==> images/wires.png <==
(4 px per um) Two of the layers only.
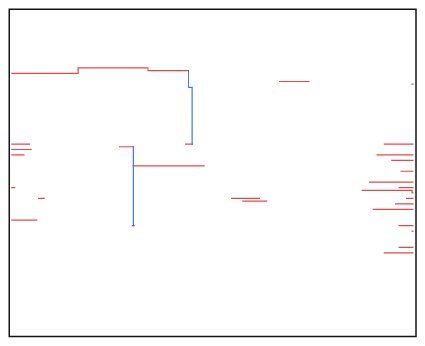
==> images/io_fan.png <==
(4 px per um)
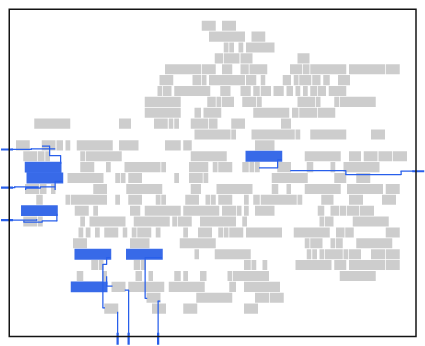
==> images/flops_by_reg.png <==
(6 px per um) Other sequential cells in the stronger gray, the rest of the logic in the fainter gray.
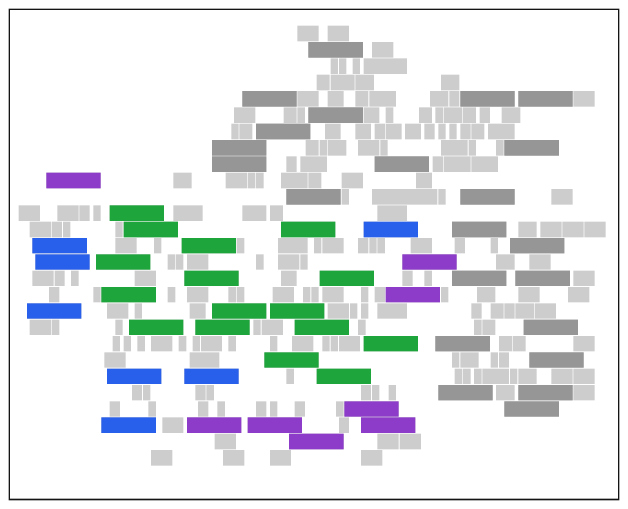
==> src/rtl/spi_frame_pkg.sv <==
// Shared frame layout and FSM state encoding for the SPI frame receiver.
package spi_frame_pkg;

    localparam int FRAME_BITS = 16;
    localparam int ADDR_W     = 7;
    localparam int DATA_W     = 8;
    localparam int CNT_W      = $clog2(FRAME_BITS + 1);

    localparam int RW_BIT   = 15;
    localparam int ADDR_MSB = 14;
    localparam int ADDR_LSB = 8;
    localparam int DATA_MSB = DATA_W - 1;

    typedef enum logic [1:0] {
        IDLE  = 2'd0,
        SHIFT = 2'd1,
        FULL  = 2'd2
    } state_e;

endpackage

==> src/rtl/spi_edge_detect.sv <==
// One-flop edge detector: rise/fall pulses against the previous sample.
module spi_edge_detect #(
    parameter logic RST_VAL = 1'b0
) (
    input  logic clk,
    input  logic rst,
    input  logic d,
    output logic rise,
    output logic fall
);

    logic prev_q;
    logic prev_d;

    always_comb prev_d = d;

    always_ff @(posedge clk or posedge rst) begin
        if (rst) prev_q <= RST_VAL;
        else     prev_q <= prev_d;
    end

    assign rise = d & ~prev_q;
    assign fall = ~d & prev_q;

endmodule

==> src/rtl/spi_frame_rx.sv <==
// SPI mode-0 frame receiver: assembles 16-bit R/W + addr + data frames
// and strobes frame_valid for exact-length frames, frame_err otherwise.
module spi_frame_rx
    import spi_frame_pkg::*;
(
    input  logic              clk,
    input  logic              rst,
    input  logic              sclk_s,
    input  logic              copi_s,
    input  logic              cs_n_s,
    output logic              frame_valid,
    output logic              frame_rw,
    output logic [ADDR_W-1:0] frame_addr,
    output logic [DATA_W-1:0] frame_data,
    output logic              frame_err,
    output logic              busy,
    output logic [7:0]        frame_count
);

    logic sclk_rise;
    logic sclk_fall_unused;
    logic cs_rise;
    logic cs_fall;

    spi_edge_detect #(.RST_VAL(1'b0)) u_sclk_edge (
        .clk  (clk),
        .rst  (rst),
        .d    (sclk_s),
        .rise (sclk_rise),
        .fall (sclk_fall_unused)
    );

    // cs_prev resets low, so a frame in flight at reset release is skipped.
    spi_edge_detect #(.RST_VAL(1'b0)) u_cs_edge (
        .clk  (clk),
        .rst  (rst),
        .d    (cs_n_s),
        .rise (cs_rise),
        .fall (cs_fall)
    );

    state_e                state_q, state_d;
    logic [FRAME_BITS-1:0] shreg_q, shreg_d;
    logic [CNT_W-1:0]      bit_cnt_q, bit_cnt_d;
    logic                  ovr_q, ovr_d;
    logic                  valid_q, valid_d;
    logic                  err_q, err_d;
    logic                  rw_q, rw_d;
    logic [ADDR_W-1:0]     addr_q, addr_d;
    logic [DATA_W-1:0]     data_q, data_d;
    logic [7:0]            count_q, count_d;
    logic                  busy_q, busy_d;

    always_comb begin
        state_d   = state_q;
        shreg_d   = shreg_q;
        bit_cnt_d = bit_cnt_q;
        ovr_d     = ovr_q;
        valid_d   = 1'b0;
        err_d     = 1'b0;
        rw_d      = rw_q;
        addr_d    = addr_q;
        data_d    = data_q;
        count_d   = count_q;

        unique case (state_q)
            IDLE: begin
                if (cs_fall) begin
                    state_d   = SHIFT;
                    shreg_d   = '0;
                    bit_cnt_d = '0;
                    ovr_d     = 1'b0;
                end
            end
            SHIFT: begin
                if (cs_rise) begin
                    err_d   = 1'b1;
                    state_d = IDLE;
                end else if (sclk_rise && !cs_n_s) begin
                    shreg_d   = {shreg_q[FRAME_BITS-2:0], copi_s};
                    bit_cnt_d = bit_cnt_q + CNT_W'(1);
                    if (bit_cnt_q == CNT_W'(FRAME_BITS - 1)) state_d = FULL;
                end
            end
            FULL: begin
                if (cs_rise) begin
                    if (ovr_q) begin
                        err_d = 1'b1;
                    end else begin
                        valid_d = 1'b1;
                        rw_d    = shreg_q[RW_BIT];
                        addr_d  = shreg_q[ADDR_MSB:ADDR_LSB];
                        data_d  = shreg_q[DATA_MSB:0];
                        count_d = count_q + 8'd1;
                    end
                    ovr_d   = 1'b0;
                    state_d = IDLE;
                end else if (sclk_rise && !cs_n_s) begin
                    ovr_d = 1'b1;
                end
            end
            default: state_d = IDLE;
        endcase

        busy_d = (state_d != IDLE);
    end

    always_ff @(posedge clk or posedge rst) begin
        if (rst) begin
            state_q   <= IDLE;
            shreg_q   <= '0;
            bit_cnt_q <= '0;
            ovr_q     <= 1'b0;
            valid_q   <= 1'b0;
            err_q     <= 1'b0;
            rw_q      <= 1'b0;
            addr_q    <= '0;
            data_q    <= '0;
            count_q   <= '0;
            busy_q    <= 1'b0;
        end else begin
            state_q   <= state_d;
            shreg_q   <= shreg_d;
            bit_cnt_q <= bit_cnt_d;
            ovr_q     <= ovr_d;
            valid_q   <= valid_d;
            err_q     <= err_d;
            rw_q      <= rw_d;
            addr_q    <= addr_d;
            data_q    <= data_d;
            count_q   <= count_d;
            busy_q    <= busy_d;
        end
    end

    assign frame_valid = valid_q;
    assign frame_err   = err_q;
    assign frame_rw    = rw_q;
    assign frame_addr  = addr_q;
    assign frame_data  = data_q;
    assign frame_count = count_q;
    assign busy        = busy_q;

endmodule

==> config.mk <==
export PLATFORM = sky130hd
export DESIGN_NAME = spi_frame_rx
export DESIGN_NICKNAME = d
export VERILOG_FILES = /design/src/rtl/spi_frame_pkg.sv /design/src/rtl/spi_edge_detect.sv /design/src/rtl/spi_frame_rx.sv
export SDC_FILE = /design/constraint.sdc
export NUM_CORES = 1
export LEC_CHECK = 0
export ABC_AREA = 0
export CAP_MARGIN = 20
export CORE_ASPECT_RATIO = 0.8
export CORE_UTILIZATION = 30
export DETAILED_ROUTE_END_ITERATION = 6
export SETUP_SLACK_MARGIN = 0.4
export SYNTH_ARGS = -nofsm -noshare
export SYNTH_HDL_FRONTEND = slang
export SYNTH_HIERARCHICAL = 1
export SYNTH_SLANG_ARGS = --single-unit
export TNS_END_PERCENT = 1
==> constraint.sdc <==
create_clock -name clk -period 4.75 [get_ports clk]
set_input_delay 0.95 -clock clk [delete_from_list [all_inputs] [get_ports clk]]
set_output_delay 0.95 -clock clk [all_outputs]
set_load 0.03 [all_outputs]
==> flow_summary.ini <==
; flow metrics
[critical_path]
critPathCapture = shreg_q[10]
r2r_start = state_q[1]
critPathMaxStageDelay_ns = 0.57
startpoint = cs_n_s
worst_setup_path_end_kind = flop

[timing]
fin_crit_ns = 2.999
setup_viol = 0
setup_tns_ns = 0

[power]
power_switching_mw = 0.3356
total_power_mw = 1.093
p_clk_mw = 0.311
comb_power_mw = 0.266
seqPwrFrac = 0.472

[outcome]
status = finished, final reports clean

[floorplan]
fp.dieH_um = 81.45
fp.coreArea_mm2 = 0.007532
fp-utilization = 0.3143
die_width_um = 101.3

[place]
gp_congestion = 0.7124

[routing]
wl_per_cell_um = 11.47
vias_per_cell = 4.290

[cells_and_area]
finalInstanceArea_mm2 = 0.002898
area_delta_synth_final_pct = 22.41
n_antenna_cell = 0

[global_route]
track_usage = 0.1119

[clock_tree]
cts_made_buffers = 5
clk_pin_slew_ns = 0.10
ctsHoldBuffers = 0

[flow_run]
maxCapViolations = 0
-- wires.png (at the start) --
- red: metal 3 (wire length 192 um)
- blue: metal 4 (wire length 39.0 um)

-- io_fan.png (at the start) --
- blue: frame_addr (bits 7; direction output; edge 3 bottom, 3 left, 1 right; end cells 7; buffers 7; wire 156 um)

-- flops_by_reg.png (at the start) --
- green: shreg_q (flops 16)
- purple: frame_data (flops 8)
- blue: frame_addr (flops 7)
- not colored: 22

[registers in the layout, summed over array words and instances (netlist names)]
name                count
u_sclk_edge/prev_q      1
frame_addr              7
u_cs_edge/prev_q        1
frame_rw                1
ovr_q                   1
frame_count             8
frame_err               1
busy                    1
state_q                 2
bit_cnt_q               5
shreg_q                16
frame_valid             1
frame_data              8
[per-layer routing]
layer | vias to the layer above | routed length [um] | GRT usage | share of wire
met4 | 0 | 39 | 0.03478 | 0.0094
met3 | 5 | 192 | 0.02894 | 0.046
met1 | 732 | 2145 | 0.1556 | 0.52
met5 | - | 0 | 0 | 0
met2 | 32 | 1774 | 0.1707 | 0.43
li1 | 784 | - | - | -
[how the worst min path moves through the flow]
stage	endpoint	slack, ns	from	depth (start not counted)
floorplan	shreg_q[15]	0.48	shreg_q[15]	2
global placement	frame_count[7]	0.46	frame_count[7]	1
detailed placement	frame_count[7]	0.46	frame_count[7]	1
CTS	frame_count[7]	0.48	frame_count[7]	1
global route	frame_count[7]	0.49	frame_count[7]	1
finish	frame_count[7]	0.47	frame_count[7]	1
[cells in the final DEF, fill, tap and decap left out, types with 2 or more instances in the layout]
master	instances
xnor2_1	4
nand2_1	42
ha_1	7
nand2b_1	3
o21ai_0	17
buf_4	2
dfrtp_1	53
clkdlybuf4s50_1	31
a211oi_1	2
nand3b_1	3
mux2i_1	21
a21oi_1	4
and3_1	2
nor2_1	3
inv_1	26
nand4_1	3
nor2b_1	4
and2b_2	2
clkbuf_8	5
nand3_1	2
xor2_1	3
nor3_1	3
[cell type report]
class	count	area [um2]	area share
flip-flops and latches	53	1326	0.4577
multi-input cells	135	878.3	0.3031
repair buffers	34	345.3	0.1192
well taps	105	131.4	0.04534
inverters	27	101.3	0.03497
clock buffers	5	68.82	0.02375
clock inverters	3	46.29	0.01598
